pdn.png
Pins as bars on the die edge.
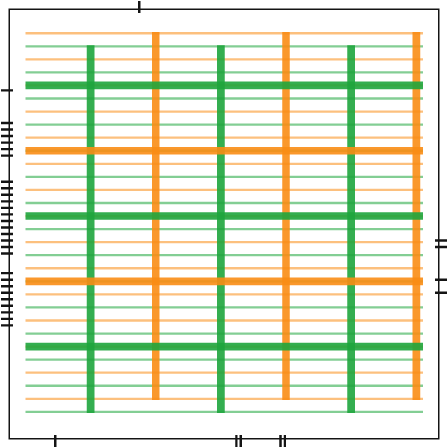
registers.png
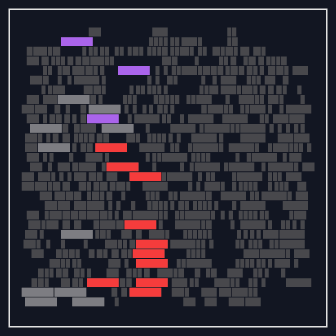
--- src/rtl/snn_ff_pkg.sv ---
// Shared definitions for the feed-forward SNN front end: event tags, LFSR constants
// and the spike encoder FSM encoding.
package snn_ff_pkg;

  localparam logic [1:0]  VIRTS_SPIKE = 2'b00;
  localparam logic [1:0]  VIRTS_MARK  = 2'b11;

  localparam logic [15:0] LFSR_SEED = 16'hACE1;
  // Taps 16,14,13,11 of the Fibonacci polynomial, as bit positions 15,13,12,10.
  localparam logic [15:0] LFSR_TAPS = 16'hB400;

  typedef enum logic [2:0] {
    ST_IDLE,
    ST_READ,
    ST_EVAL,
    ST_PUSH,
    ST_NEXT,
    ST_MARK,
    ST_FIN
  } enc_state_e;

  function automatic logic [15:0] lfsr_next(input logic [15:0] cur);
    return {cur[14:0], ^(cur & LFSR_TAPS)};
  endfunction

endpackage

--- src/rtl/spike_encoder_if.sv ---
// Control, pixel-SRAM read port and scheduler push port of the spike encoder.
// master = encoder side, slave = surrounding system (SRAM, scheduler, controller).
interface spike_encoder_if #(
  parameter int ADDR_W = 10,
  parameter int PIX_W  = 8
) ();

  logic              START;
  logic              BUSY;
  logic              DONE;
  logic              PIX_REN;
  logic [ADDR_W-1:0] PIX_ADDR;
  logic [PIX_W-1:0]  PIX_RDATA;
  logic              SCHED_FULL;
  logic              CTRL_SCHED_EVENT_IN;
  logic [ADDR_W-1:0] CTRL_SCHED_ADDR;
  logic [1:0]        CTRL_SCHED_VIRTS;

  modport master (
    input  START, PIX_RDATA, SCHED_FULL,
    output BUSY, DONE, PIX_REN, PIX_ADDR,
           CTRL_SCHED_EVENT_IN, CTRL_SCHED_ADDR, CTRL_SCHED_VIRTS
  );

  modport slave (
    output START, PIX_RDATA, SCHED_FULL,
    input  BUSY, DONE, PIX_REN, PIX_ADDR,
           CTRL_SCHED_EVENT_IN, CTRL_SCHED_ADDR, CTRL_SCHED_VIRTS
  );

endinterface

--- src/rtl/spike_enc_lfsr.sv ---
// 16-bit Fibonacci LFSR for Poisson spike coding; exists only when SPIKE_ENC_POISSON_EN is defined.
// load reseeds to LFSR_SEED, adv steps once; load wins if both are high.
`ifdef SPIKE_ENC_POISSON_EN
module spike_enc_lfsr
  import snn_ff_pkg::*;
#(
  parameter int OUT_W = 8
) (
  input  logic             clk,
  input  logic             rst_n,
  input  logic             load,
  input  logic             adv,
  output logic [OUT_W-1:0] rnd
);

  logic [15:0] lfsr_q;
  logic [15:0] lfsr_d;

  always_comb begin
    lfsr_d = lfsr_q;
    if (load) begin
      lfsr_d = LFSR_SEED;
    end else if (adv) begin
      lfsr_d = lfsr_next(lfsr_q);
    end
  end

  always_ff @(posedge clk or negedge rst_n) begin
    if (!rst_n) begin
      lfsr_q <= LFSR_SEED;
    end else begin
      lfsr_q <= lfsr_d;
    end
  end

  assign rnd = lfsr_q[OUT_W-1:0];

endmodule
`endif

--- src/rtl/spike_encoder.sv ---
// Rate-codes a pixel frame into AER spike events, one scan per time step, each step closed by a marker.
// Define SPIKE_ENC_POISSON_EN for LFSR-based Poisson coding instead of deterministic rate coding.
module spike_encoder
  import snn_ff_pkg::*;
#(
  parameter int TIME_STEP           = 8,
  parameter int INPUT_NEURON        = 784,
  parameter int PRE_NEUR_ADDR_WIDTH = 10,
  parameter int PIX_WIDTH           = 8
) (
  input  logic            CLK,
  input  logic            RSTN,
  spike_encoder_if.master bus
);

  localparam int W = PRE_NEUR_ADDR_WIDTH;
  localparam logic [W-1:0] PIX_LAST  = W'(INPUT_NEURON - 1);
  localparam logic [W-1:0] STEP_LAST = W'(TIME_STEP - 1);

  enc_state_e   state_q, state_d;
  logic [W-1:0] pix_q, pix_d;
  logic [W-1:0] step_q, step_d;
  logic         spike;

`ifdef SPIKE_ENC_POISSON_EN
  logic                 start_acc;
  logic [PIX_WIDTH-1:0] rnd;

  assign start_acc = (state_q == ST_IDLE) && bus.START;

  spike_enc_lfsr #(.OUT_W(PIX_WIDTH)) u_lfsr (
    .clk   (CLK),
    .rst_n (RSTN),
    .load  (start_acc),
    .adv   (state_q == ST_EVAL),
    .rnd   (rnd)
  );

  assign spike = bus.PIX_RDATA > rnd;
`else
  // p*(t+1) is formed as p*t + p; the width holds p*TIME_STEP without truncation.
  localparam int PROD_W = PIX_WIDTH + $clog2(TIME_STEP + 1);
  logic [PROD_W-1:0] prod_t, prod_t1;

  always_comb begin
    prod_t  = PROD_W'(bus.PIX_RDATA) * PROD_W'(step_q);
    prod_t1 = prod_t + PROD_W'(bus.PIX_RDATA);
  end

  assign spike = (prod_t1 >> PIX_WIDTH) > (prod_t >> PIX_WIDTH);
`endif

  // NOTE: every output and next-state value is defaulted first, so no branch can infer a latch.
  always_comb begin
    state_d                 = state_q;
    pix_d                   = pix_q;
    step_d                  = step_q;
    bus.BUSY                = 1'b0;
    bus.DONE                = 1'b0;
    bus.PIX_REN             = 1'b0;
    bus.PIX_ADDR            = '0;
    bus.CTRL_SCHED_EVENT_IN = 1'b0;
    bus.CTRL_SCHED_ADDR     = '0;
    bus.CTRL_SCHED_VIRTS    = VIRTS_SPIKE;

    unique case (state_q)
      ST_IDLE: begin
        if (bus.START) begin
          state_d = ST_READ;
          pix_d   = '0;
          step_d  = '0;
        end
      end
      ST_READ: begin
        bus.BUSY     = 1'b1;
        bus.PIX_REN  = 1'b1;
        bus.PIX_ADDR = pix_q;
        state_d      = ST_EVAL;
      end
      ST_EVAL: begin
        bus.BUSY = 1'b1;
        state_d  = spike ? ST_PUSH : ST_NEXT;
      end
      ST_PUSH: begin
        bus.BUSY            = 1'b1;
        bus.CTRL_SCHED_ADDR = pix_q;
        // The strobe is gated by FULL so every asserted strobe is an accepted push.
        if (!bus.SCHED_FULL) begin
          bus.CTRL_SCHED_EVENT_IN = 1'b1;
          state_d                 = ST_NEXT;
        end
      end
      ST_NEXT: begin
        bus.BUSY = 1'b1;
        if (pix_q == PIX_LAST) begin
          state_d = ST_MARK;
        end else begin
          pix_d   = pix_q + W'(1);
          state_d = ST_READ;
        end
      end
      ST_MARK: begin
        bus.BUSY             = 1'b1;
        bus.CTRL_SCHED_ADDR  = step_q;
        bus.CTRL_SCHED_VIRTS = VIRTS_MARK;
        if (!bus.SCHED_FULL) begin
          bus.CTRL_SCHED_EVENT_IN = 1'b1;
          if (step_q == STEP_LAST) begin
            state_d = ST_FIN;
          end else begin
            step_d  = step_q + W'(1);
            pix_d   = '0;
            state_d = ST_READ;
          end
        end
      end
      ST_FIN: begin
        bus.DONE = 1'b1;
        state_d  = ST_IDLE;
      end
      default: state_d = ST_IDLE;
    endcase
  end

  // NOTE: state flops use non-blocking assignments; the async reset clears them without a clock edge.
  always_ff @(posedge CLK or negedge RSTN) begin
    if (!RSTN) begin
      state_q <= ST_IDLE;
      pix_q   <= '0;
      step_q  <= '0;
    end else begin
      state_q <= state_d;
      pix_q   <= pix_d;
      step_q  <= step_d;
    end
  end

endmodule

--- src/flat_wrapper.sv ---
// flat-port wrapper written by rule: the top's interface ports become plain ports
module spike_encoder_flat import snn_ff_pkg::*;
#(
  parameter int TIME_STEP           = 8,
  parameter int INPUT_NEURON        = 784,
  parameter int PRE_NEUR_ADDR_WIDTH = 10,
  parameter int PIX_WIDTH           = 8
)
  (CLK, RSTN, bus_START, bus_PIX_RDATA, bus_SCHED_FULL, bus_BUSY, bus_DONE, bus_PIX_REN, bus_PIX_ADDR, bus_CTRL_SCHED_EVENT_IN, bus_CTRL_SCHED_ADDR, bus_CTRL_SCHED_VIRTS);
  spike_encoder_if #(.ADDR_W((10)), .PIX_W((8))) bus_i ();
  input  logic CLK;
  input  logic RSTN;
  input wire logic [$bits(bus_i.START)-1:0] bus_START;
  input wire logic [$bits(bus_i.PIX_RDATA)-1:0] bus_PIX_RDATA;
  input wire logic [$bits(bus_i.SCHED_FULL)-1:0] bus_SCHED_FULL;
  output wire logic [$bits(bus_i.BUSY)-1:0] bus_BUSY;
  output wire logic [$bits(bus_i.DONE)-1:0] bus_DONE;
  output wire logic [$bits(bus_i.PIX_REN)-1:0] bus_PIX_REN;
  output wire logic [$bits(bus_i.PIX_ADDR)-1:0] bus_PIX_ADDR;
  output wire logic [$bits(bus_i.CTRL_SCHED_EVENT_IN)-1:0] bus_CTRL_SCHED_EVENT_IN;
  output wire logic [$bits(bus_i.CTRL_SCHED_ADDR)-1:0] bus_CTRL_SCHED_ADDR;
  output wire logic [$bits(bus_i.CTRL_SCHED_VIRTS)-1:0] bus_CTRL_SCHED_VIRTS;
  assign bus_i.START = bus_START;
  assign bus_i.PIX_RDATA = bus_PIX_RDATA;
  assign bus_i.SCHED_FULL = bus_SCHED_FULL;
  assign bus_BUSY = bus_i.BUSY;
  assign bus_DONE = bus_i.DONE;
  assign bus_PIX_REN = bus_i.PIX_REN;
  assign bus_PIX_ADDR = bus_i.PIX_ADDR;
  assign bus_CTRL_SCHED_EVENT_IN = bus_i.CTRL_SCHED_EVENT_IN;
  assign bus_CTRL_SCHED_ADDR = bus_i.CTRL_SCHED_ADDR;
  assign bus_CTRL_SCHED_VIRTS = bus_i.CTRL_SCHED_VIRTS;
  spike_encoder #(.TIME_STEP(TIME_STEP), .INPUT_NEURON(INPUT_NEURON), .PRE_NEUR_ADDR_WIDTH(PRE_NEUR_ADDR_WIDTH), .PIX_WIDTH(PIX_WIDTH)) u_core (.CLK(CLK), .RSTN(RSTN), .bus(bus_i));
endmodule
--- config.mk ---
export PLATFORM = sky130hd
export DESIGN_NAME = spike_encoder_flat
export DESIGN_NICKNAME = d
export VERILOG_FILES = /design/src/rtl/snn_ff_pkg.sv /design/src/rtl/spike_encoder_if.sv /design/src/rtl/spike_enc_lfsr.sv /design/src/rtl/spike_encoder.sv /design/src/flat_wrapper.sv
export SDC_FILE = /design/constraint.sdc
export NUM_CORES = 1
export LEC_CHECK = 0
export ABC_AREA = 1
export CAP_MARGIN = 10
export CORE_MARGIN = 3
export CORE_UTILIZATION = 55
export CTS_CLUSTER_SIZE = 14
export DETAILED_ROUTE_END_ITERATION = 8
export MAX_ROUTING_LAYER = met4
export PLACE_DENSITY_LB_ADDON = 0.1
export SLEW_MARGIN = 40
export SYNTH_ARGS = -nofsm -noshare
export SYNTH_HDL_FRONTEND = slang
export SYNTH_HIERARCHICAL = 1
export SYNTH_SLANG_ARGS = --single-unit
export TNS_END_PERCENT = 30
--- constraint.sdc ---
create_clock -name CLK -period 7.1 [get_ports CLK]
set_input_delay 0.71 -clock CLK [delete_from_list [all_inputs] [get_ports CLK]]
set_output_delay 0.71 -clock CLK [all_outputs]
set_load 0.02 [all_outputs]
==> run notes <==
fresh numbers from the pnr run: largest net degree at the start of global routing=24, Buffers, non-clock=38, die area=0.00795 mm^2, tool warnings=26, Syn Inst Count=566, final setup vio count=0, post-route minimum period=6.17 ns, tap cell count=77, largest cell class by area=combinational gates, Avg Cell Area, Syn=6.72 um^2, post-route insts no fill=667, CTS Buf Count=3, cell count listed in synth_stat.txt=566, top cells, area=fa_1 18%, dfrtp_1 15%, inv_1 15%, status=finished clean, layout clock buffer count=3, slew margin rel.=63.7%, Hold Buf Count CTS=0, Synth area leader=fa_1, drt drc=0, sequential cell area share=13.6%, # rows=29, Pwr Total=0.568 mW, Fill cells=602, Yosys cell types=38, Via density=5.20, PortBufs=37, I/O pin total=38, DR vias=3467, PD cells=134 mW/mm^2, count of multi-input gates=370, Synth Net Count=645, number of DRC markers in iteration 0=146, DRT Pass-1 Iters=5, Fin Clk Skew=0.00430 ns, DP Wirelength=7160 um, critical path capture point type=flip-flop, Tot GR Track Use=25.1%, post-CTS sizing=0, Area after DPL=0.00418 mm^2, grt ovf=0, Hold Crit Class=in -> async, design area=0.00422 mm^2, ant diodes=0, Clock transition at path regs=0.08 ns, worst setup margin=0.930 ns, non-clock buffer contribution to total cell area=8.83%, NetSw=0.276 mW, initial antenna violation count=0, switch share=48.6%, Post-synth regs=23, CTS tree=done, clock sink count=23, synth warn=6, Worst Tran Pin Value=0.544 ns, Area leader share=18.4%, DR WL/cell=13.3 um, pre-CTS WS=0.703 ns, fp util=58.2%, routed wire length=8890 um, fin. max-slew vios=0, # Post-CTS Setup Buffers=0, Max Fclk=162 MHz, logic area=0.00255 mm^2, share of post-route cells with drive strength above 1=4.07%, Int Pwr=0.292 mW, clk latency late pin=0.26 ns, nonclk inv count=155, fin nets=670, CTS Buffer Depth=2, synthesized chip area reported by yosys=0.00380 mm^2, ClkCell Share=1.10%, Sum Neg Setup Slack=0 ns, first-pass GRT wire length=15500 um, register share of total power=28.8%, area delta synth->final=11.0%, combinational power share=56.9%, vias in the first global route=3541, most frequent CP cell=nand2_1, unrepaired setup endpoints after global routing=no, Bufs and invs on worst path=8, Final period util=86.9%, total of max-cap violations=0, Post-synth seq share=15.1%, CP max stage cell=clkdlybuf4s50_1, CTS Root Buffer Type=clkbuf_8, Startpoint Class=primary input, clock share of power=14.2%, H-Tree Depth=1, Crit Path Category=in -> reg, Final Hold Fails=0, CP delay by family, top=adder cells, mapped cell area=0.00380 mm^2, dpl cells=663, crit path DRT=7.25 ns, GP Congestion=0.931, seq_cells=23, CP max FO=10, combinational share of cell area=60.3%, Critical Path Max Stage Delay=0.58 ns, arrival time worst endpoint=6.32 ns, static leakage=2.40 nW, Post-DRT Antenna Nets=0
Notes on pdn.png above:
Key: VSS = green; VDD = orange
6 straps on met4. 38 signal pins sit on the boundary. The core has 29 rows. 30 met1 rails follow the rows.
die width: 89.2 um
core footprint: 0.00653 mm^2
DIE HEIGHT: 89.2 um
Worst VDD drop: 201 uV

Notes on registers.png above:
Key: u_core/state_q = purple [flops 3]; u_core/step_q = red [flops 10]
Another 10 sequential cells are not colored.
Sequential cell area: 576 um^2
Core Util, Final: 64.7%
Power Sequential: 0.164 mW

[logic make-up (layout without fill, tap and decap cells)]
group                    count (synthesis)  in the layout  share of synthesized area [%]
AND/OR/NAND/NOR                        248            248                           29.3
buffers and inverters                  173            197                           17.9
adder cells (fa/ha/maj)                 67             67                           28.9
AND-OR/OR-AND                           48             48                           7.11
flip-flops                              23             23                           15.1
XOR/XNOR                                 7              7                           1.61
[through the flow]
stage | hold WS, ns | utilization, %
after floorplan | 0.414 | -
after global placement | 0.539 | 64.0
after detailed placement | 0.543 | 63.9
after CTS | 0.438 | 64.7
after global routing | 0.434 | 64.7
final | 0.416 | 64.7
[cells in the final DEF, fill, tap and decap left out, types with 2 or more instances in the layout]
cell type	synthesis	layout
clkbuf_8	0	3
xnor2_1	3	3
nand4_1	10	10
clkdlybuf4s50_1	0	36
o31ai_1	2	2
nor4_1	3	3
nor3_1	12	12
nand3_2	2	2
o22ai_1	10	10
dfrtp_1	23	23
o21a_1	2	2
inv_2	2	2
nand3_1	28	28
nor2_1	29	29
o21ai_0	11	11
nand2_4	2	2
a21oi_1	19	19
fa_1	35	35
ha_1	32	32
nand2_2	4	4
inv_1	152	152
nor3_2	4	4
xor2_1	4	4
nand2_1	147	147
[worst register-to-register path: cells and delay by family, from the launching register on]
| family | cells | cell delay (ns) |
|---|---|---|
| compound gates | 3 | 0.50 |
| xor+xnor | 1 | 0.15 |
| fa+ha+maj | 7 | 2.92 |
| buf+inv | 7 | 0.38 |
| flops | 1 | 0.59 |
| simple gates | 12 | 1.07 |
[flip-flops by register name, summed over array words and instances (netlist names)]
register        count
u_core/step_q      10
u_core/pix_q       10
u_core/state_q      3
[final timing paths]
path | startpoint | endpoint | slack (ns) | cells after the start
max | bus_PIX_RDATA[4] | u_core/state_q[1] | 0.93 | 31
max reg2reg | u_core/step_q[2] | u_core/state_q[1] | 1.38 | 30
min | RSTN | u_core/pix_q[6] | 0.42 | 1
min reg2reg | u_core/pix_q[6] | u_core/pix_q[7] | 0.55 | 2
max in group asynchronous | RSTN | u_core/state_q[2] | 6.33 | 1
min in group CLK | u_core/pix_q[6] | u_core/pix_q[7] | 0.55 | 2
[power by group through the flow]
stage,clock (mW),sequential (mW),combinational (mW)
CTS,0.0828,0.163,0.322
finish,0.0808,0.164,0.323
global placement,0,0.165,0.313
global route,0.0890,0.166,0.363
floorplan,0,0.154,0.254
detailed placement,0,0.165,0.319
[layer usage]
metal	global-route usage, %	routed length [um]	up-vias
met3	1.38	354	26
met4	7.58	258	0
met2	44.8	4380	111
li1	-	-	1759
met1	30.6	3890	1571
met5	-	0	-
[synthesized netlist by cell type, drive strengths merged]
cell type	n
ha	32
a211oi	1
o211ai	1
nor4	3
o21ai	12
nand3	30
or2	1
o31ai	2
nand4	10
dfrtp	23
nand2	153
buf	11
o22ai	10
nor3b	1
xnor2	3
a21oi	19
nor3	16
and2	1
fa	35
xor2	4
clkbuf	7
o21a	2
or3	1
inv	155
nor2	31
nand3b	1
o21bai	1
Power and IR drop assume default switching activity.
